**config.mk**
```make
export PLATFORM = sky130hd
export DESIGN_NAME = link_buffer_fifo_flat
export DESIGN_NICKNAME = d
export VERILOG_FILES = /design/src/rtl/link_buffer_fifo_pkg.sv /design/src/rtl/link_buffer_fifo_if.sv /design/src/rtl/link_buffer_fifo_regfile.sv /design/src/rtl/link_buffer_fifo.sv /design/src/flat_wrapper.sv
export SDC_FILE = /design/constraint.sdc
export NUM_CORES = 1
export LEC_CHECK = 0
export ABC_CLOCK_PERIOD_IN_PS = 3650
export CAP_MARGIN = 10
export CELL_PAD_IN_SITES_DETAIL_PLACEMENT = 1
export CELL_PAD_IN_SITES_GLOBAL_PLACEMENT = 1
export CORE_MARGIN = 2
export CORE_UTILIZATION = 46
export DETAILED_ROUTE_END_ITERATION = 12
export PLACE_DENSITY_LB_ADDON = 0.1
export SYNTH_ARGS = -nofsm -noshare
export SYNTH_HDL_FRONTEND = slang
export SYNTH_SLANG_ARGS = --single-unit
export TNS_END_PERCENT = 10
```
**constraint.sdc**
```tcl
create_clock -name clk -period 3.65 [get_ports clk]
set_input_delay 0.365 -clock clk [delete_from_list [all_inputs] [get_ports clk]]
set_output_delay 0.365 -clock clk [all_outputs]
set_load 0.05 [all_outputs]
```
**src/rtl/link_buffer_fifo_pkg.sv**
```systemverilog
// Shared NoC definitions for the link buffer: flit geometry, default depth, flit field offsets.
package link_buffer_fifo_pkg;

  localparam int FLIT_W          = 18;
  localparam int MESH_SIZE       = 4;
  localparam int LINK_FIFO_DEPTH = 4;

  // Flit layout: [17:16] type, [15:14] dst_y, [13:12] dst_x, [11:0] payload
  localparam int COORD_W         = $clog2(MESH_SIZE);
  localparam int FLIT_PAYLOAD_LSB = 0;
  localparam int FLIT_PAYLOAD_W   = 12;
  localparam int FLIT_DST_X_LSB   = 12;
  localparam int FLIT_DST_Y_LSB   = FLIT_DST_X_LSB + COORD_W;
  localparam int FLIT_TYPE_LSB    = FLIT_DST_Y_LSB + COORD_W;
  localparam int FLIT_TYPE_W      = 2;

  typedef enum logic [1:0] {
    OCC_EMPTY   = 2'd0,
    OCC_PARTIAL = 2'd1,
    OCC_FULL    = 2'd2
  } occ_e;

endpackage

```
**src/rtl/link_buffer_fifo_if.sv**
```systemverilog
// One req/ack flit link; master drives data/req, slave answers with ack.
interface link_buffer_fifo_if
  import link_buffer_fifo_pkg::*;
#(
  parameter int DATA_WIDTH = FLIT_W
);
  logic [DATA_WIDTH-1:0] data;
  logic                  req;
  logic                  ack;

  modport master (output data, output req, input ack);
  modport slave  (input data, input req, output ack);
endinterface

```
**src/rtl/link_buffer_fifo_regfile.sv**
```systemverilog
// DEPTH x DATA_WIDTH flit storage: one write port, one async read port, only entry 0 resettable.
module link_buffer_fifo_regfile
  import link_buffer_fifo_pkg::*;
#(
  parameter int DATA_WIDTH = FLIT_W,
  parameter int DEPTH      = LINK_FIFO_DEPTH,
  parameter int ADDR_W     = $clog2(DEPTH)
) (
  input  logic                  clk,
  input  logic                  rst,
  input  logic                  we,
  input  logic [ADDR_W-1:0]     waddr,
  input  logic [DATA_WIDTH-1:0] wdata,
  input  logic [ADDR_W-1:0]     raddr,
  output logic [DATA_WIDTH-1:0] rdata
);

  logic [DATA_WIDTH-1:0] mem0_q, mem0_d;
  logic [DATA_WIDTH-1:0] memr_q [1:DEPTH-1];
  logic [DATA_WIDTH-1:0] rd_arr [DEPTH];

  always_comb begin
    mem0_d = mem0_q;
    if (we && (waddr == '0)) mem0_d = wdata;
  end

  // Entry 0 resets so data_out reads 0 straight out of reset.
  always_ff @(posedge clk or negedge rst) begin
    if (!rst) mem0_q <= '0;
    else      mem0_q <= mem0_d;
  end

  always_ff @(posedge clk) begin
    if (we && (waddr != '0)) memr_q[waddr] <= wdata;
  end

  always_comb begin
    rd_arr[0] = mem0_q;
    for (int i = 1; i < DEPTH; i++) rd_arr[i] = memr_q[i];
  end

  assign rdata = rd_arr[raddr];

endmodule

```
**src/rtl/link_buffer_fifo.sv**
```systemverilog
// Elastic flit buffer for one mesh link: decouples upstream and downstream req/ack, order-preserving.
module link_buffer_fifo
  import link_buffer_fifo_pkg::*;
#(
  parameter int DATA_WIDTH = FLIT_W,
  parameter int DEPTH      = LINK_FIFO_DEPTH,
  parameter int ADDR_W     = $clog2(DEPTH)
) (
  input  logic                 clk,
  input  logic                 rst,
  link_buffer_fifo_if.slave    up,
  link_buffer_fifo_if.master   dn,
  output logic [ADDR_W:0]      count,
  output logic                 ovf_err
);

  localparam logic [ADDR_W:0] FULL_CNT = (ADDR_W+1)'(DEPTH);

  logic [ADDR_W-1:0] wr_ptr_q, wr_ptr_d;
  logic [ADDR_W-1:0] rd_ptr_q, rd_ptr_d;
  logic [ADDR_W:0]   count_q, count_d;
  logic              ovf_err_q, ovf_err_d;
  logic              ack_out, req_out;
  logic              wr_en, rd_en;

  // Handshake outputs come only from registered occupancy, so no comb path from req_in.
  assign ack_out = (count_q != FULL_CNT);
  assign req_out = (count_q != '0);

  always_comb begin
    wr_en     = up.req && ack_out;
    rd_en     = req_out && dn.ack;
    wr_ptr_d  = wr_ptr_q;
    rd_ptr_d  = rd_ptr_q;
    count_d   = count_q;
    ovf_err_d = ovf_err_q;
    if (wr_en) wr_ptr_d = wr_ptr_q + 1'b1;
    if (rd_en) rd_ptr_d = rd_ptr_q + 1'b1;
    case ({wr_en, rd_en})
      2'b10:   count_d = count_q + 1'b1;
      2'b01:   count_d = count_q - 1'b1;
      default: count_d = count_q;
    endcase
    if (wr_en && (count_q == FULL_CNT)) ovf_err_d = 1'b1;
  end

  always_ff @(posedge clk or negedge rst) begin
    if (!rst) begin
      wr_ptr_q  <= '0;
      rd_ptr_q  <= '0;
      count_q   <= '0;
      ovf_err_q <= 1'b0;
    end else begin
      wr_ptr_q  <= wr_ptr_d;
      rd_ptr_q  <= rd_ptr_d;
      count_q   <= count_d;
      ovf_err_q <= ovf_err_d;
    end
  end

  link_buffer_fifo_regfile #(
    .DATA_WIDTH (DATA_WIDTH),
    .DEPTH      (DEPTH),
    .ADDR_W     (ADDR_W)
  ) u_regfile (
    .clk   (clk),
    .rst   (rst),
    .we    (wr_en),
    .waddr (wr_ptr_q),
    .wdata (up.data),
    .raddr (rd_ptr_q),
    .rdata (dn.data)
  );

  assign up.ack  = ack_out;
  assign dn.req  = req_out;
  assign count   = count_q;
  assign ovf_err = ovf_err_q;

endmodule

```
**src/flat_wrapper.sv**
```systemverilog
// flat-port wrapper written by rule: the top's interface ports become plain ports
module link_buffer_fifo_flat import link_buffer_fifo_pkg::*;
#(
  parameter int DATA_WIDTH = FLIT_W,
  parameter int DEPTH      = LINK_FIFO_DEPTH,
  parameter int ADDR_W     = $clog2(DEPTH)
)
  (clk, rst, count, ovf_err, up_data, up_req, up_ack, dn_data, dn_req, dn_ack);
  link_buffer_fifo_if #(.DATA_WIDTH(DATA_WIDTH)) up_i ();
  link_buffer_fifo_if #(.DATA_WIDTH(DATA_WIDTH)) dn_i ();
  input  logic clk;
  input  logic rst;
  output logic [ADDR_W:0] count;
  output logic ovf_err;
  input wire logic [$bits(up_i.data)-1:0] up_data;
  input wire logic [$bits(up_i.req)-1:0] up_req;
  output wire logic [$bits(up_i.ack)-1:0] up_ack;
  output wire logic [$bits(dn_i.data)-1:0] dn_data;
  output wire logic [$bits(dn_i.req)-1:0] dn_req;
  input wire logic [$bits(dn_i.ack)-1:0] dn_ack;
  assign up_i.data = up_data;
  assign up_i.req = up_req;
  assign up_ack = up_i.ack;
  assign dn_data = dn_i.data;
  assign dn_req = dn_i.req;
  assign dn_i.ack = dn_ack;
  link_buffer_fifo #(.DATA_WIDTH(DATA_WIDTH), .DEPTH(DEPTH), .ADDR_W(ADDR_W)) u_core (.clk(clk), .rst(rst), .up(up_i), .dn(dn_i), .count(count), .ovf_err(ovf_err));
endmodule
```
run_1/wire_density.png
Scale: 4 px per um. 18 x 18 tiles, from white (low) to dark blue (high), scaled to the fullest tile. Values are wire area over tile area, all layers added.
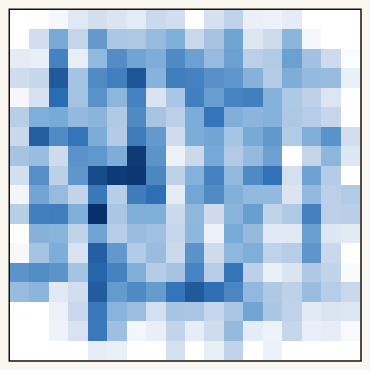
emptiest ninth of the die: bottom right
nearly empty tiles: 9.9%
fullest tile: 0.34
mean over tiles: 0.12

run_1/port_nets.png
Scale: 6 px per um.
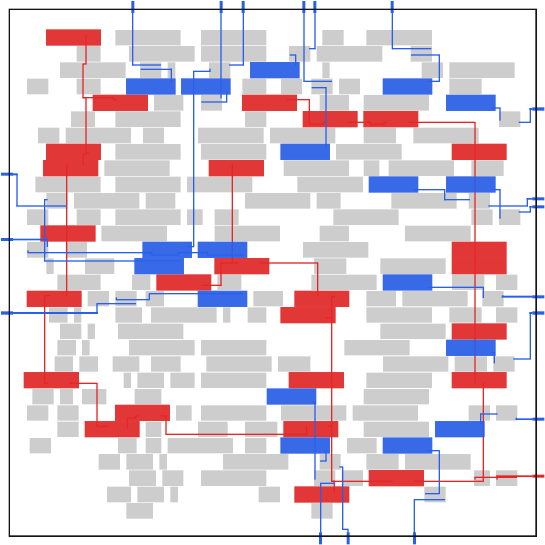
| colour | port | bits | direction | edge | end cells | wire |
|---|---|---|---|---|---|---|
| blue | dn_data | 18 | output | 6 top, 6 right, 3 bottom, 3 left | 18 | 417 um |
| red | rst | 1 | input | right | 26 | 314 um |

run_1/final_congestion.png
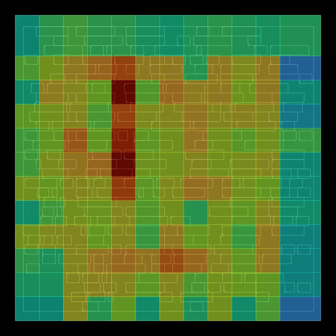
GRT met3 Usage: 5.84%
GR Util met1: 23.3%
grt met2 use: 27.4%
GR peak layer: met2
GRT Util Overall: 17.6%

run_1/clock_map.png
Scale: 6 px per um.
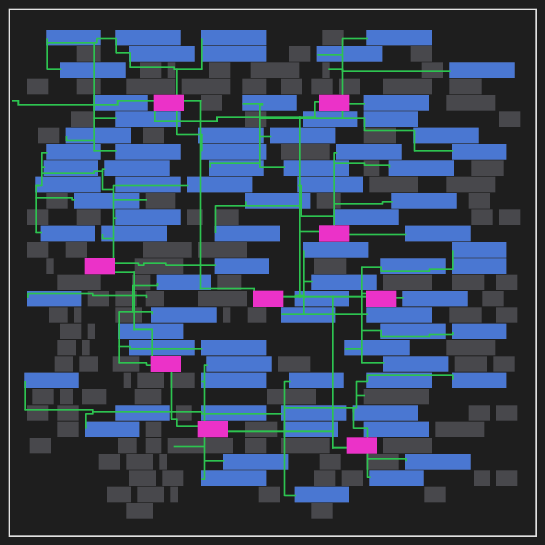
[green] clock wires | length: 950 um
[blue] flip-flops | count: 80
[magenta] cells driving clock nets | count: 9
routed clock nets: 10

==> changes_impl.md, run 1 <==
## Implementation

* Worst skew pair latency at 0.35 ns
* Switching Fraction at 38.6%
* Final instance area at 4010 um^2
* Reg area at 2270 um^2
* FP Util at 47.3%
* CP Max Fanout at 15
* Slack of the critical path at 0.774 ns
* # rows at 30
* Post-CTS Hold Buffers at 0
* Comb power at 1.84 mW
* Cells after Synth at 152
* Critical path depth at 3
* Leakage at 1.45 nW
* Fin cells at 307
* TNS Setup at 0 ns
* Worst slack, placed at 1.09 ns
* RSZ-0062 raised after global routing: false
* Synth Area in Compound Gates at 0.273%
* CP Cell Sequence: buf_4 > mux4_2 > clkdlybuf4s50_1
* Mux frac, synth at 20.8%
* Resize count post-CTS at 0
* Io pins at 46
* Logic share of the area at 22.2%
* MI comb area at 888 um^2
* Pin count of the biggest net entering global routing at 27
* Synth Seq Share at 70.7%
* # DRC at 0
* Initial DRC Count at 80
* Status: finished, final reports clean
* Detail Route Antenna Nets at 0
* Die X at 87.6 um
* Inverters at 5
* Count of cell types in the netlist at 22
* Utilization after layout at 59.0%
* TritonCTS Sinks at 80
* Reg2reg path depth at 8
* Synth Cell Area at 3210 um^2
* P_clk at 724 uW
* CP Buf/Inv Count at 2
* Start point of the worst min-delay path: u_core.ovf_err
* Max Cap Violations at 0
* Clk root buf: clkbuf_8
* Wire per inst at 19.7 um
* PD cells at 994 nW/um^2
* WP data arrival at 2.51 ns
* Flip-flops at 80
* Max VDD drop at 0.634 mV
* Slowest CP cell: clkdlybuf4s50_1
* Largest Register: u_core.u_regfile.memr_q
* Number of OpenROAD warnings at 29
* Gpl congestion at 0.689
* Layout cells sized above 1 at 28.9%
* DRT Pass-1 Iters at 4
* Flop share of the area at 56.7%
* Top pwr grp: combinational cells
* Reg-to-reg endpoint: u_core.count[2]
* Ys Warns at 0
* Adder Area Share at 2.57%
* Synth-to-Final Area Change at 24.8%
* Reg2reg start: u_core.count[0]
* Detailed-placement wirelength estimate at 3880 um
* Combinational Power Share at 46.2%
* Diode count at 0
* Clk buf depth at 2
* Seq pwr at 1.42 mW
* Max incr delay on CP at 0.72 ns
* Critical Path RT at 3.28 ns
* Floorplan Nets at 180
* Final setup vio count at 0
* Number of buffers created by CTS at 9
* Worst-path clk slew at 0.08 ns
* Logic family by area: multiplexers
* Number of setup buffers added after CTS at 0
* Most common logic cells in the final layout: edfxtp_1 (54), clkdlybuf4s50_1 (45), dfrtp_1 (26)
* Final #Nets at 234
* CP startpoint kind: register
* Signal buf overhead at 12.2%
* Via Count at 1578
* Ys flops at 80
* Fillers at 589
* Max-Slew Margin vs Limit at 43.2%
* Clk pwr share at 18.2%
* Minimum clock period at 2.88 ns
* Core ar. at 6790 um^2
* # Cells Yosys at 152
* Internal power at 2.45 mW
* Top delay family on crit path: buffers and inverters
* CLK BUF at 12
* Mapped Avg Cell Area at 21.1 um^2
* Switch Pwr at 1.54 mW
* Yosys xor share at 1.64%
* Initial antenna violation count at 0
* Chip height at 87.6 um
* CP Class: register to output pin
* GRT overflow at 0
==> run 1: synth_stat cells <==
| master | number | share of area [%] |
|---|---|---|
| mux2_2 | 9 | 3.2 |
| xor2_1 | 3 | 0.82 |
| mux2_4 | 10 | 4.7 |
| buf_6 | 1 | 0.35 |
| dfrtp_1 | 26 | 20 |
| fa_1 | 1 | 0.62 |
| nor2_1 | 1 | 0.12 |
| mux4_2 | 18 | 13 |
| buf_8 | 1 | 0.47 |
| nand2_1 | 2 | 0.23 |
| ha_1 | 5 | 1.9 |
| clkbuf_1 | 3 | 0.35 |
| and3_4 | 1 | 0.35 |
| edfxtp_1 | 54 | 50 |
| xnor2_1 | 3 | 0.82 |
| inv_1 | 5 | 0.58 |
| mux2i_1 | 1 | 0.31 |
| o31a_1 | 1 | 0.27 |
| buf_2 | 2 | 0.31 |
| nor3b_1 | 3 | 0.70 |
| or3_1 | 1 | 0.19 |
| or3b_4 | 1 | 0.35 |
==> run 1: how the worst max path moves through the flow <==
stage / startpoint / slack [ns] / endpoint
final: u_core.rd_ptr_q[0] / 0.77 / dn_data[6]
after global routing: u_core.rd_ptr_q[0] / 0.64 / dn_data[6]
after CTS: u_core.rd_ptr_q[0] / 0.71 / dn_data[6]
after detailed placement: u_core.rd_ptr_q[0] / 1.09 / dn_data[6]
after global placement: u_core.rd_ptr_q[0] / 1.12 / dn_data[6]
after floorplan: u_core.count[0] / 0.59 / u_core.u_regfile.memr_q[1][0]
==> run 1: layer usage <==
layer | share of wire, % | up-vias | wire length [um]
li1 | - | 700 | -
met1 | 45 | 829 | 2700
met2 | 50 | 39 | 3010
met3 | 3.8 | 10 | 232
met4 | 1.6 | 0 | 95
met5 | 0 | - | 0
run_1/gate_families.png
Scale: 4 px per um.
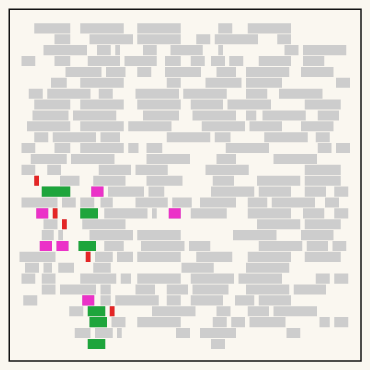

==> inputs of run 2 (changes only) <==
- ABC_CLOCK_PERIOD_IN_PS: 3650 -> 2980
- clock period: 3.65 -> 2.98 ns (I/O delays scaled with it)
run_2/gate_families.png
Scale: 4 px per um.
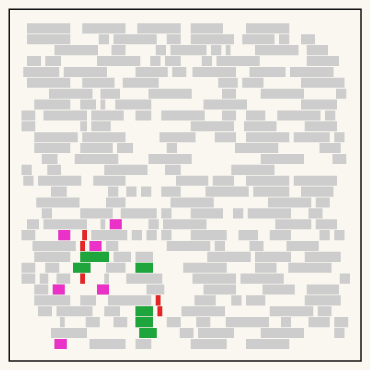
| colour | family | cells | where |
|---|---|---|---|
| red | inverters | 5 | bottom left |
| magenta | XOR/XNOR gates | 6 | bottom left |
| green | adder and majority cells | 6 | bottom middle |

==> run 2 against run 1 <==
Net effect: highest routed layer unchanged; worst setup slack worse by 0.17 ns; critical endpoint is now u_core.count[2]; die area did not move; sequential share of layout area grew 0.23 points; non-clock buffer count increased by 5; via count rose by 1.8%.
==> changes_impl.md, run 2 <==
## Implementation

* Vias in the first global route at 1819 (was 1732)
* Max-Slew Margin vs Limit at 66.4% (was 43.2%)
* Worst hold slack at 0.358 ns (was 0.380 ns)
* Placed insts at 296 (was 291)
* Ys async rst share at 32.5% (unchanged)
* Status: finished, final reports clean (unchanged)
* Fin cells at 312 (was 307)
* Most common logic cells in the final layout: edfxtp_1 (54), buf_4 (28), clkdlybuf4s50_1 (27) (was edfxtp_1 (54), clkdlybuf4s50_1 (45), dfrtp_1 (26))
* Critical Path Start: u_core.count[0] (was u_core.rd_ptr_q[0])
* YS chip area at 3210 um^2 (unchanged)
* Tcrit/Tclk final at 79.8%
* Initial antenna violation count at 0 (unchanged)
* Adder Area Share at 2.57% (unchanged)
* Mux frac, synth at 20.8% (unchanged)
* Post-CTS Hold Buffers at 0 (unchanged)
* Largest Register: u_core.u_regfile.memr_q (unchanged)
* Via Count at 1606 (was 1578)
* GRT overflow at 0 (unchanged)
* CTS H-tree depth at 3 (unchanged)
* PD cells at 1210 nW/um^2 (was 994 nW/um^2)
* Mapped Avg Cell Area at 21.1 um^2 (unchanged)
* Top area cell types: edfxtp_1 (50%), dfrtp_1 (20%), mux4_2 (13%) (unchanged)
* Wire per inst at 20.5 um (was 19.7 um)
* Synth Cell Area at 3210 um^2 (unchanged)
* Die Footprint at 7670 um^2 (unchanged)
* Final #Nets at 239 (was 234)
* TritonCTS Sinks at 80 (unchanged)
* Logic family by area: multiplexers (unchanged)
* Count of input and output buffers at 45 (unchanged)
* Worst-margin pin slew at 0.502 ns (was 0.852 ns)
* Io pins at 46 (unchanged)
* RSZ-0062 raised after global routing: false (unchanged)
* Slack of the critical path at 0.603 ns (was 0.774 ns)
* Detail Route Antenna Nets at 0 (unchanged)
* Peak Freq at 421 MHz
* Hold Crit Class: input port to asynchronous set/reset pin (was register to register)
* Cells after Synth at 152 (unchanged)
* Yosys xor share at 1.64% (unchanged)
* Number of synthesized flops with an enable pin at 54 (unchanged)
* WP data arrival at 2.64 ns (was 2.51 ns)
* CP Max Fanout at 6 (was 15)
* GRT Util Overall at 18.8% (was 17.6%)
* CP Class: register to register (was register to output pin)
* Count of cell types in the netlist at 22 (unchanged)
* Layout cells sized above 1 at 38.9% (was 28.9%)
* Commonest flop: edfxtp_1 (unchanged)
* Most numerous logic cell after layout: edfxtp_1 (unchanged)
* Count leader, synth: edfxtp_1 (unchanged)
* Critical Path RT at 3.24 ns (was 3.28 ns)
* Number of setup buffers added after CTS at 0 (unchanged)
* Clk buf depth at 2 (unchanged)
* Floorplan Nets at 180 (unchanged)
* Diode count at 0 (unchanged)
* CP startpoint kind: register (unchanged)
* First-pass GRT wire length at 10300 um (was 9540 um)
* Core ar. at 6790 um^2 (unchanged)
* Pin count of the biggest net entering global routing at 27 (unchanged)
* Basic Gates by Area at 1.95% (unchanged)
* Chip height at 87.6 um (unchanged)
* Hold Vio Cnt, Final at 0 (unchanged)
* Max VDD drop at 0.609 mV (was 0.634 mV)
* Die X at 87.6 um (unchanged)
* Worst-path clk slew at 0.08 ns (about the same)
* Number of buffers created by CTS at 9 (unchanged)
* Initial DRC Count at 90 (was 80)
* Top area contributor share at 50.5% (unchanged)
* Gpl congestion at 0.770 (was 0.689)
* Post-synth top area cell: edfxtp_1 (unchanged)
* Top cells by count, synth: edfxtp_1 (54), dfrtp_1 (26), mux4_2 (18), mux2_4 (10), mux2_2 (9) (unchanged)
* Crit. End Element: register (was output pin)
* Resize count post-CTS at 0 (unchanged)
* Total power draw at 4.85 mW (was 3.99 mW)
* DRT Pass-1 Iters at 4 (unchanged)
* # rows at 30 (unchanged)
* DR vias/cell at 5.15 (was 5.14)
* Clk root buf: clkbuf_8 (unchanged)
* Max FFs per register at 54 (unchanged)
* FP Util at 47.3% (unchanged)
* Number of OpenROAD warnings at 30 (was 29)
* # Cells Yosys at 152 (unchanged)
* WL final at 6400 um (was 6040 um)
* Reg2reg start: u_core.count[0] (unchanged)
* Ys flops at 80 (unchanged)
* Worst slack, placed at 0.640 ns (was 1.09 ns)
* Leakage at 1.49 nW (was 1.45 nW)
* Minimum clock period at 2.38 ns
* Synth Seq Share at 70.7% (unchanged)
* CTS tree: built (unchanged)
* Synth-to-Final Area Change at 24.3% (was 24.8%)
* Slew Limit Fails at 0 (unchanged)
* Max Cap Violations at 0 (unchanged)
* Detailed-placement wirelength estimate at 4220 um (was 3880 um)
* Synth Area in Compound Gates at 0.273% (unchanged)
* Ys Warns at 0 (unchanged)
* # DRC at 0 (unchanged)
* Worst skew pair latency at 0.34 ns (was 0.35 ns)
* Setup Skew at 0.00694 ns (was 0.00532 ns)
* Final setup vio count at 0 (unchanged)
run_2/clock_map.png
Scale: 6 px per um.
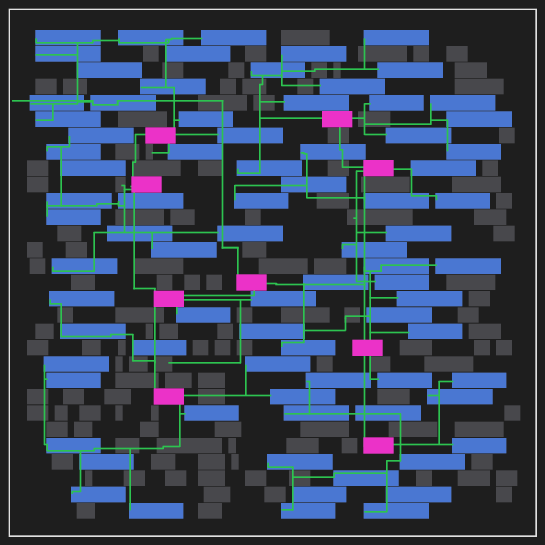
[magenta] cells driving clock nets | count: 9
[blue] flip-flops | count: 80
[green] clock wires | length: 925 um
routed clock nets: 10
flops lie: all over the die

-- run 2: cell counts after synthesis --
Identical to the previous run, type by type.
-- run 2: layout make-up --
type	instances	area (um^2)
timing repair buffer	55	480
tap	96	120
inverter	5	18.8
clock buffer	11	131
multi-input combinational	60	888
fill	579	2800
sequential	80	2270
clock inverter	5	81.3
-- run 2: per-stage QoR --
step	instance area (um^2)	util [%]	setup TNS [ns]
global route	3990	58.8	0
CTS	3990	58.8	0
global placement	3780	55.6	0
finish	3990	58.8	0
floorplan	3210	-	-4.59
detailed placement	3780	55.6	0
-- run 2: critical path, cell delays in order (launching register included) --
cell	delay, ns
dfrtp_1	0.47
or3b_4	0.44
nand2_1	0.26
ha_1	0.25
inv_1	0.06
fa_1	0.38
xor2_1	0.17
nor2_1	0.13
xor2_1	0.16
-- run 2: path summary, 6_finish.rpt --
check,to,slack (ns),depth (start not counted)
worst max-delay path,u_core.count[2],0.60,8
worst min-delay path,u_core.u_regfile.mem0_q[15],0.36,2
worst max register to register,u_core.count[2],0.60,8
worst min register to register,u_core.ovf_err,0.39,0
max in group asynchronous,u_core.rd_ptr_q[1],2.32,2
min in group clk,u_core.ovf_err,0.39,0
-- run 2: cell families after synthesis --
| kind of cell | after synthesis |
|---|---|
| simple gates | 9 |
| fa+ha+maj | 6 |
| xor+xnor | 6 |
| mux | 38 |
| compound gates | 1 |
| buf+inv | 12 |
| flops | 80 |
-- run 2: per-layer routing --
layer / GRT usage, % / part of all wire (%)
met1: 25.2 / 43
met2: 30.6 / 53
met3: 3.77 / 2.7
met4: 7.13 / 0.64
met5: 0 / 0
-- run 2: report_power, final --
part	internal [mW]	switching, mW
Sequential	1.52	0.189
Clock	0.474	0.382
Combinational	0.942	1.34
Power and IR drop assume default switching activity.
